File: config.mk
export PLATFORM = sky130hd
export DESIGN_NAME = syscall_unit
export DESIGN_NICKNAME = d
export VERILOG_FILES = /design/src/rtl/syscall_pkg.sv /design/src/rtl/syscall_unit_char_fifo.sv /design/src/rtl/syscall_unit.sv
export SDC_FILE = /design/constraint.sdc
export NUM_CORES = 1
export LEC_CHECK = 0
export ABC_AREA = 1
export CORE_MARGIN = 2
export CORE_UTILIZATION = 61
export DETAILED_ROUTE_END_ITERATION = 10
export PLACE_DENSITY = 0.86
export SLEW_MARGIN = 0
export SYNTH_ARGS = -nofsm -noshare
export SYNTH_HDL_FRONTEND = slang
export SYNTH_SLANG_ARGS = --single-unit
File: constraint.sdc
create_clock -name i_clk -period 7.3 [get_ports i_clk]
set_clock_uncertainty 0.2 [all_clocks]
set_input_delay 1.825 -clock i_clk [delete_from_list [all_inputs] [get_ports i_clk]]
set_output_delay 1.825 -clock i_clk [all_outputs]
set_load 0.01 [all_outputs]
File: src/rtl/syscall_pkg.sv
// syscall_pkg
//   Shared constants for the syscall service unit: syscall numbers, the
//   destination register, FSM state encodings and the 10^k table used by
//   the integer-to-decimal converter.
package syscall_pkg;

  localparam logic [31:0] SYS_PRINT_INT  = 32'd1;
  localparam logic [31:0] SYS_PRINT_STR  = 32'd4;
  localparam logic [31:0] SYS_READ_INT   = 32'd5;
  localparam logic [31:0] SYS_EXIT       = 32'd10;
  localparam logic [31:0] SYS_PRINT_CHAR = 32'd11;

  localparam logic [4:0] REG_V0 = 5'd2;

  typedef logic [2:0] state_t;

  localparam state_t ST_IDLE       = 3'd0;
  localparam state_t ST_STR_FETCH  = 3'd1;
  localparam state_t ST_STR_EMIT   = 3'd2;
  localparam state_t ST_INT_DIGIT  = 3'd3;
  localparam state_t ST_READ_WAIT  = 3'd4;
  localparam state_t ST_EXIT_DRAIN = 3'd5;
  localparam state_t ST_DONE       = 3'd6;
  localparam state_t ST_HALTED     = 3'd7;

  function automatic logic [31:0] pow10(input logic [3:0] k);
    logic [31:0] v;
    case (k)
      4'd0:    v = 32'd1;
      4'd1:    v = 32'd10;
      4'd2:    v = 32'd100;
      4'd3:    v = 32'd1000;
      4'd4:    v = 32'd10000;
      4'd5:    v = 32'd100000;
      4'd6:    v = 32'd1000000;
      4'd7:    v = 32'd10000000;
      4'd8:    v = 32'd100000000;
      4'd9:    v = 32'd1000000000;
      default: v = 32'd1;
    endcase
    return v;
  endfunction

endpackage

File: src/rtl/syscall_unit_char_fifo.sv
// sys_char_fifo
//   Character FIFO between the syscall FSM and the console sink.
//   Pointers carry one extra wrap bit to tell full from empty.
// Ports
//   i_clk, i_reset     clock, synchronous active-high reset (flushes FIFO)
//   i_push, i_data     write strobe / character; taken when not full or
//                      when a pop happens in the same cycle
//   i_pop              read strobe; ignored when empty
//   o_data             head character
//   o_full, o_empty    occupancy flags
module sys_char_fifo #(
  parameter int DEPTH = 16
) (
  input  logic       i_clk,
  input  logic       i_reset,
  input  logic       i_push,
  input  logic [7:0] i_data,
  input  logic       i_pop,
  output logic [7:0] o_data,
  output logic       o_full,
  output logic       o_empty
);

  localparam int AW = $clog2(DEPTH);

  logic [7:0]  r_mem [DEPTH];
  logic [AW:0] r_wr_ptr;
  logic [AW:0] r_rd_ptr;
  logic        w_do_push;
  logic        w_do_pop;

  assign o_empty   = (r_wr_ptr == r_rd_ptr);
  assign o_full    = (r_wr_ptr[AW] != r_rd_ptr[AW]) &&
                     (r_wr_ptr[AW-1:0] == r_rd_ptr[AW-1:0]);
  assign w_do_pop  = i_pop && !o_empty;
  // When full, the slot being written is the one being read out this cycle.
  assign w_do_push = i_push && (!o_full || w_do_pop);
  assign o_data    = r_mem[r_rd_ptr[AW-1:0]];

  always_ff @(posedge i_clk) begin
    if (i_reset) begin
      r_wr_ptr <= '0;
      r_rd_ptr <= '0;
    end else begin
      if (w_do_push) r_wr_ptr <= r_wr_ptr + 1'b1;
      if (w_do_pop)  r_rd_ptr <= r_rd_ptr + 1'b1;
    end
  end

  always_ff @(posedge i_clk) begin
    if (w_do_push) r_mem[r_wr_ptr[AW-1:0]] <= i_data;
  end

endmodule

File: src/rtl/syscall_unit.sv
// syscall_unit
//   Syscall service unit beside the MIPS register file and data memory.
//   Decodes $v0 on a syscall strobe: print int (1), print string (4),
//   read int (5), exit (10). Characters stream through sys_char_fifo to
//   the console sink. The core stalls while o_sys_busy is high.
//   Optional feature macro SYSCALL_PRINT_CHAR_EN: enables code 11 (print
//   sys_arg[7:0]); without it code 11 is an unknown code.
// Ports
//   i_clk, i_reset              clock, synchronous active-high reset
//   i_sys_req/code/arg          syscall strobe, $v0, $a0
//   o_sys_busy/done/err         handshake back to the core
//   o_mem_rd_*, i_mem_rd_*      word-read port into data memory
//   o_ch_valid/data, i_ch_ready console character stream
//   i_in_valid/data, o_in_ready integer input source
//   o_rf_wr_en/addr/data        write of the read integer into $v0
//   o_halt                      sticky stop after exit
module syscall_unit
  import syscall_pkg::*;
#(
  parameter int ADDR_W     = 11,
  parameter int FIFO_DEPTH = 16,
  parameter int MAX_STR    = 256
) (
  input  logic              i_clk,
  input  logic              i_reset,
  input  logic              i_sys_req,
  input  logic [31:0]       i_sys_code,
  input  logic [31:0]       i_sys_arg,
  output logic              o_sys_busy,
  output logic              o_sys_done,
  output logic              o_sys_err,
  output logic              o_mem_rd_req,
  output logic [ADDR_W-3:0] o_mem_rd_addr,
  input  logic              i_mem_rd_ack,
  input  logic [31:0]       i_mem_rd_data,
  output logic              o_ch_valid,
  output logic [7:0]        o_ch_data,
  input  logic              i_ch_ready,
  input  logic              i_in_valid,
  input  logic [31:0]       i_in_data,
  output logic              o_in_ready,
  output logic              o_rf_wr_en,
  output logic [4:0]        o_rf_wr_addr,
  output logic [31:0]       o_rf_wr_data,
  output logic              o_halt
);

  localparam int CNT_W = $clog2(MAX_STR + 1);

  state_t            r_state;
  logic              r_err;
  logic              r_exit;
  logic              r_halt;
  logic              r_char;
  logic              r_neg;
  logic              r_started;
  logic [31:0]       r_val;
  logic [3:0]        r_k;
  logic [3:0]        r_digit;
  logic [ADDR_W-1:0] r_addr;
  logic [31:0]       r_word;
  logic [CNT_W-1:0]  r_cnt;
  logic              r_rf_wr_en;
  logic [31:0]       r_rf_wr_data;

  logic       w_full;
  logic       w_empty;
  logic       w_pop;
  logic       w_push_ok;
  logic       w_want;
  logic       w_push;
  logic [7:0] w_byte;
  logic [7:0] w_lane_byte;
  logic [31:0] w_pow;
  logic       w_ge;
  logic       w_emit_digit;

  sys_char_fifo #(.DEPTH(FIFO_DEPTH)) u_fifo (
    .i_clk   (i_clk),
    .i_reset (i_reset),
    .i_push  (w_push),
    .i_data  (w_byte),
    .i_pop   (w_pop),
    .o_data  (o_ch_data),
    .o_full  (w_full),
    .o_empty (w_empty)
  );

  assign w_pop        = o_ch_valid && i_ch_ready;
  assign w_push_ok    = !w_full || w_pop;
  assign w_lane_byte  = r_word[{r_addr[1:0], 3'b000} +: 8];
  assign w_pow        = pow10(r_k);
  assign w_ge         = (r_val >= w_pow);
  // A finished digit is printed unless it is a leading zero; the units digit always prints.
  assign w_emit_digit = !w_ge && ((r_digit != 4'd0) || r_started || (r_k == 4'd0));

  always_comb begin
    w_want = 1'b0;
    w_byte = 8'h00;
    case (r_state)
      ST_INT_DIGIT: begin
        if (r_char) begin
          w_want = 1'b1;
          w_byte = r_val[7:0];
        end else if (r_neg) begin
          w_want = 1'b1;
          w_byte = 8'h2D;
        end else if (w_emit_digit) begin
          w_want = 1'b1;
          w_byte = 8'h30 + {4'h0, r_digit};
        end
      end
      ST_STR_EMIT: begin
        if (w_lane_byte != 8'h00) begin
          w_want = 1'b1;
          w_byte = w_lane_byte;
        end
      end
      default: ;
    endcase
  end

  assign w_push = w_want && w_push_ok;

  always_ff @(posedge i_clk) begin
    if (i_reset) begin
      r_state      <= ST_IDLE;
      r_err        <= 1'b0;
      r_exit       <= 1'b0;
      r_halt       <= 1'b0;
      r_char       <= 1'b0;
      r_neg        <= 1'b0;
      r_started    <= 1'b0;
      r_val        <= '0;
      r_k          <= '0;
      r_digit      <= '0;
      r_addr       <= '0;
      r_word       <= '0;
      r_cnt        <= '0;
      r_rf_wr_en   <= 1'b0;
      r_rf_wr_data <= '0;
    end else begin
      r_rf_wr_en <= 1'b0;
      case (r_state)
        ST_IDLE: begin
          if (i_sys_req) begin
            r_err     <= 1'b0;
            r_exit    <= 1'b0;
            r_char    <= 1'b0;
            r_neg     <= 1'b0;
            r_started <= 1'b0;
            r_digit   <= '0;
            r_k       <= 4'd9;
            r_cnt     <= '0;
            r_addr    <= i_sys_arg[ADDR_W-1:0];
            r_val     <= i_sys_arg;
            if (i_sys_code == SYS_PRINT_INT) begin
              r_neg   <= i_sys_arg[31];
              // Two's-complement magnitude; 0x80000000 maps to 2147483648 unsigned.
              r_val   <= i_sys_arg[31] ? (~i_sys_arg + 32'd1) : i_sys_arg;
              r_state <= ST_INT_DIGIT;
            end else if (i_sys_code == SYS_PRINT_STR) begin
              r_state <= ST_STR_FETCH;
            end else if (i_sys_code == SYS_READ_INT) begin
              r_state <= ST_READ_WAIT;
            end else if (i_sys_code == SYS_EXIT) begin
              r_exit  <= 1'b1;
              r_state <= ST_EXIT_DRAIN;
`ifdef SYSCALL_PRINT_CHAR_EN
            end else if (i_sys_code == SYS_PRINT_CHAR) begin
              r_char  <= 1'b1;
              r_state <= ST_INT_DIGIT;
`endif
            end else begin
              r_err   <= 1'b1;
              r_state <= ST_DONE;
            end
          end
        end
        ST_STR_FETCH: begin
          if (i_mem_rd_ack) begin
            r_word  <= i_mem_rd_data;
            r_state <= ST_STR_EMIT;
          end
        end
        ST_STR_EMIT: begin
          if (w_lane_byte == 8'h00) begin
            r_state <= ST_DONE;
          end else if (w_push) begin
            r_addr <= r_addr + ADDR_W'(1);
            r_cnt  <= r_cnt + CNT_W'(1);
            if (r_cnt == CNT_W'(MAX_STR - 1)) begin
              r_err   <= 1'b1;
              r_state <= ST_DONE;
            end else if (r_addr[1:0] == 2'd3) begin
              r_state <= ST_STR_FETCH;
            end
          end
        end
        ST_INT_DIGIT: begin
          if (r_char) begin
            if (w_push) r_state <= ST_DONE;
          end else if (r_neg) begin
            if (w_push) r_neg <= 1'b0;
          end else if (w_ge) begin
            r_val   <= r_val - w_pow;
            r_digit <= r_digit + 4'd1;
          end else if (w_emit_digit) begin
            if (w_push) begin
              r_started <= 1'b1;
              r_digit   <= '0;
              if (r_k == 4'd0) r_state <= ST_DONE;
              else             r_k     <= r_k - 4'd1;
            end
          end else begin
            r_k <= r_k - 4'd1;
          end
        end
        ST_READ_WAIT: begin
          // Capture cycle, then one cycle with the write pulse, then DONE.
          if (r_rf_wr_en) begin
            r_state <= ST_DONE;
          end else if (i_in_valid) begin
            r_rf_wr_en   <= 1'b1;
            r_rf_wr_data <= i_in_data;
          end
        end
        ST_EXIT_DRAIN: begin
          if (w_empty) r_state <= ST_DONE;
        end
        ST_DONE: begin
          if (r_exit) begin
            r_halt  <= 1'b1;
            r_state <= ST_HALTED;
          end else begin
            r_state <= ST_IDLE;
          end
        end
        ST_HALTED: r_state <= ST_HALTED;
        default:   r_state <= ST_IDLE;
      endcase
    end
  end

  assign o_sys_busy    = (r_state != ST_IDLE) && (r_state != ST_DONE) && (r_state != ST_HALTED);
  assign o_sys_done    = (r_state == ST_DONE);
  assign o_sys_err     = (r_state == ST_DONE) && r_err;
  assign o_mem_rd_req  = (r_state == ST_STR_FETCH);
  assign o_mem_rd_addr = r_addr[ADDR_W-1:2];
  assign o_ch_valid    = !w_empty;
  assign o_in_ready    = (r_state == ST_READ_WAIT) && !r_rf_wr_en;
  assign o_rf_wr_en    = r_rf_wr_en;
  assign o_rf_wr_addr  = REG_V0;
  assign o_rf_wr_data  = r_rf_wr_data;
  // Halt rises together with the exit completion pulse and then sticks.
  assign o_halt        = r_halt || ((r_state == ST_DONE) && r_exit);

endmodule

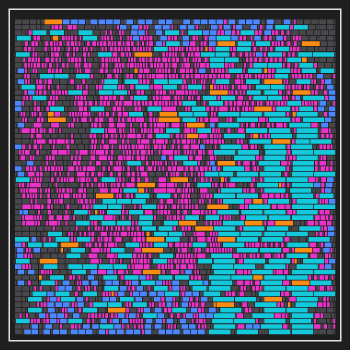
(placement by cell class)
Scale: 2 px per um. Fill, decap, tap and diode cells in grey.
- remaining buffers and delay cells: blue (cells 200; share of their area 11%)
- sequential cells: cyan (cells 298; share of their area 40%)
- combinational and other logic: magenta (cells 1,592; share of their area 44%)
- clock drivers and dummy loads: orange (cells 56; share of their area 5.4%)

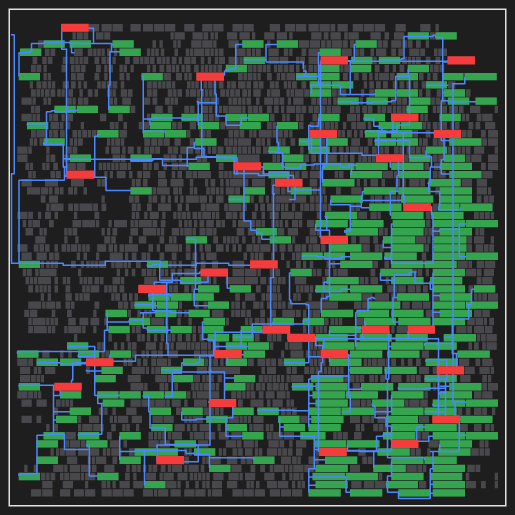
(clock wires, drivers and flops)
Scale: 3 px per um.
- flip-flops: green (count 298)
- clock drivers: red (count 30)
- clock wires: blue (length 3,580 um)
- flops lie: widely spread

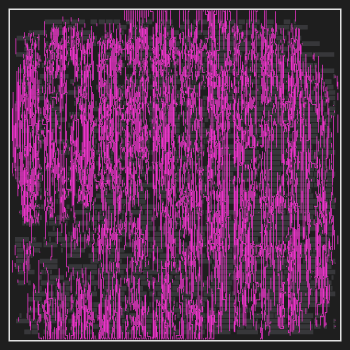
(the metal 2 layer)
Scale: 2 px per um.
- share of all routed wire: 51%
- wire length on this layer: 23.4 mm

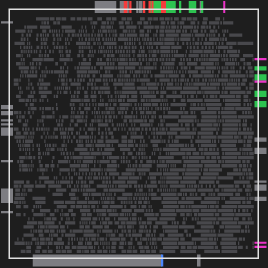
(I/O pins on the die edge)
Scale: 1.5 px per um. Pins as bars across the die edge, other pins in grey.
- o_rf_wr_addr: magenta (pins 5; direction output; edge 4 right, 1 top)
- i_mem_rd_data: green (pins 32; direction input; edge 21 top, 11 right)
- o_mem_rd_addr: red (pins 9; direction output; edge top)
- i_ch_ready: blue (pins 1; direction input; edge bottom)
- all pins by edge: 96 bottom, 54 top, 26 right, 20 left

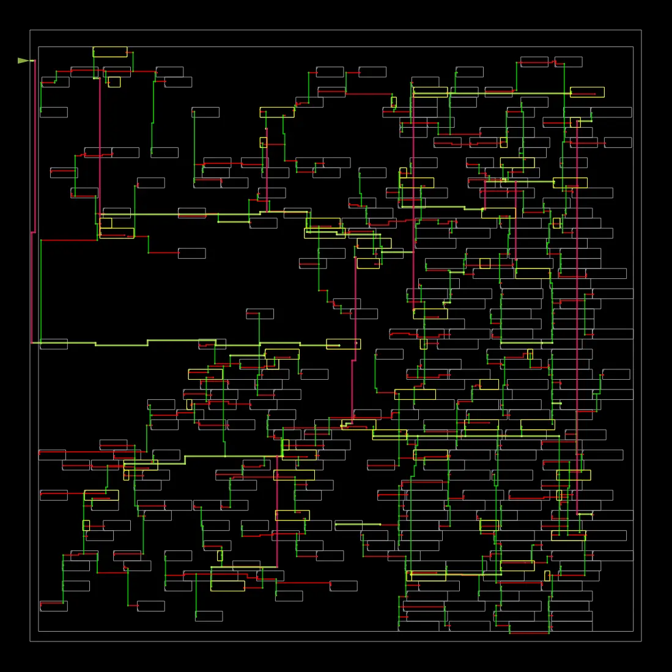
(clock routing)
CTS sink count: 298
clk_buf instances: 37

## critical path, delay by kind of cell, from the launching register on
kind | cells | cell delay (ns)
AND/OR/NAND/NOR | 2 | 0.31
buffers and inverters | 2 | 1.21
AND-OR/OR-AND | 1 | 0.34
flip-flops | 1 | 0.96
## report_power, final
group          switching (mW)  internal, mW
Combinational            2.39          1.28
Sequential              0.291          2.02
Clock                   0.670         0.886
## cell usage after synthesis (all sizes together), types with 2 or more instances
cell,count,area (um^2)
a21boi,3,22.52
a21o,3,22.52
a21oi,199,1022
a221oi,2,17.52
a31oi,19,118.9
and3,2,12.51
buf,44,294.0
clkbuf,55,207.7
clkinv,2,8.750
conb,2,7.510
dfxtp,170,3403
edfxtp,128,3844
ha,48,600.6
inv,223,837.1
mux2i,32,320.3
nand2,314,1241
nand3,135,728.2
nand3b,4,30.03
nand4,13,87.58
nor2,238,915.9
nor3,33,175.2
nor3b,2,15.01
nor4,6,43.79
o211ai,36,270.3
o21a,5,37.54
o21ai,211,1060
o21bai,9,67.56
o31ai,2,15.01
or2,9,56.31
xnor2,9,78.83
xor2,22,192.7
## state kept, by name, indices dropped and copies added (netlist names), 3 cells and up, named ones only
| name | count |
|---|---|
| r_cnt | 9 |
| r_addr | 11 |
| r_state | 3 |
| u_fifo.r_mem | 128 |
| r_val | 32 |
| w_pow | 23 |
| u_fifo.r_rd_ptr | 5 |
| o_rf_wr_data | 32 |
| r_word | 32 |
| r_digit | 4 |
| u_fifo.r_wr_ptr | 5 |
| r_k | 4 |
## routing by layer
metal / track usage, % / vias up / wire, um
met1: 38.84 / 6717 / 17230
met3: 3.792 / 138 / 2533
met5: 0 / - / 0
met2: 60.19 / 588 / 23400
met4: 17.63 / 0 / 2501
li1: - / 6967 / -
## how the worst min path moves through the flow
stage                          start  cells past startpoint  slack, ns          to
final                     r_word[16]                      2       0.26  r_word[16]
after global routing       r_word[7]                      2       0.27   r_word[7]
after detailed placement  r_word[19]                      2       0.24  r_word[19]
after global placement    r_word[17]                      2       0.24  r_word[17]
after CTS                  r_word[6]                      2       0.25   r_word[6]
after floorplan            r_word[0]                      2       0.22   r_word[0]
## stage by stage
step / power [mW] / util, %
final: 7.540 / 73.86
after detailed placement: 5.912 / 69.94
after floorplan: 4.879 / -
after CTS: 7.480 / 73.86
after global placement: 5.811 / 69.94
after global routing: 8.034 / 73.86
## final cells by class
class | instances | area, um^2
Clock buffer | 37 | 797.0
Clock inverter | 19 | 193.9
Fill cell | 1919 | 6621
Inverter | 225 | 845.8
Multi-Input combinational cell | 1367 | 7233
Sequential cell | 298 | 7251
Tap cell | 330 | 412.9
Timing Repair Buffer | 200 | 1972
## kinds of logic after synthesis
| logic type | after synthesis | share of synthesized area (%) |
|---|---|---|
| adders and majority gates | 49 | 3.924 |
| muxes | 32 | 2.025 |
| AOI/OAI and AO/OA | 493 | 17.01 |
| buffers and inverters | 324 | 8.520 |
| xor gates and xnor gates | 31 | 1.717 |
| DFF | 298 | 45.82 |
| and+or+nand+nor | 757 | 20.94 |
| other | 2 | 0.04748 |
==> results_slide.txt <==
Synthesis and Place & Route Summary

Status
  • Run status: complete, no violations

Synthesis
  • Post-synth seq share: 45.82%
  • Post-synth area from yosys stat: 0.01582 mm^2

Timing
  • RSZ-0062 raised after global routing: false
  • Final setup fails: 0
  • Post-layout minimum cycle time: 5.393 ns
  • Slew margin rel.: 15.50%
  • Worst-Margin Slew: 1.268 ns
  • TNS Setup: 0 ns

Final layout
  • Most numerous logic cell after layout: nand2_1
  • N_diodes: 0

Setup path
  • Worst reg2reg setup slack: 3.20 ns
  • Worst EP arrival: 3.37 ns
  • Critical path type: register to output port
  • R2R Path Start: w_pow[28]
  • Slowest cell on crit path: dfxtp_1

Route
  • DRT Pass-1 Iters: 6
  • Remaining antenna violation count after routing: 0
  • Final WL: 45,660 um
  • Via Count: 14,410

Global routing
  • First-pass GRT wire length: 70,990 um
  • Total GRT Usage: 33.37%
  • Initial antenna violation count: 0

Floorplanning
  • Number of I/O pins: 196
  • Die width: 165.0 um
  • Core Util at FP: 62.45%

Clocking
  • TritonCTS clock tree: yes
  • # Post-CTS Setup Buffers: 0
  • Clock Tree Buf Depth: 3

Placed design
  • Routability cong.: 0.9712
  • Pre-CTS WS: 2.077 ns
  • IO buf count: 190

Power
  • Power density cells: 403.1 mW/mm^2
  • Leak: 7.368 nW
Power and IR drop assume default switching activity.
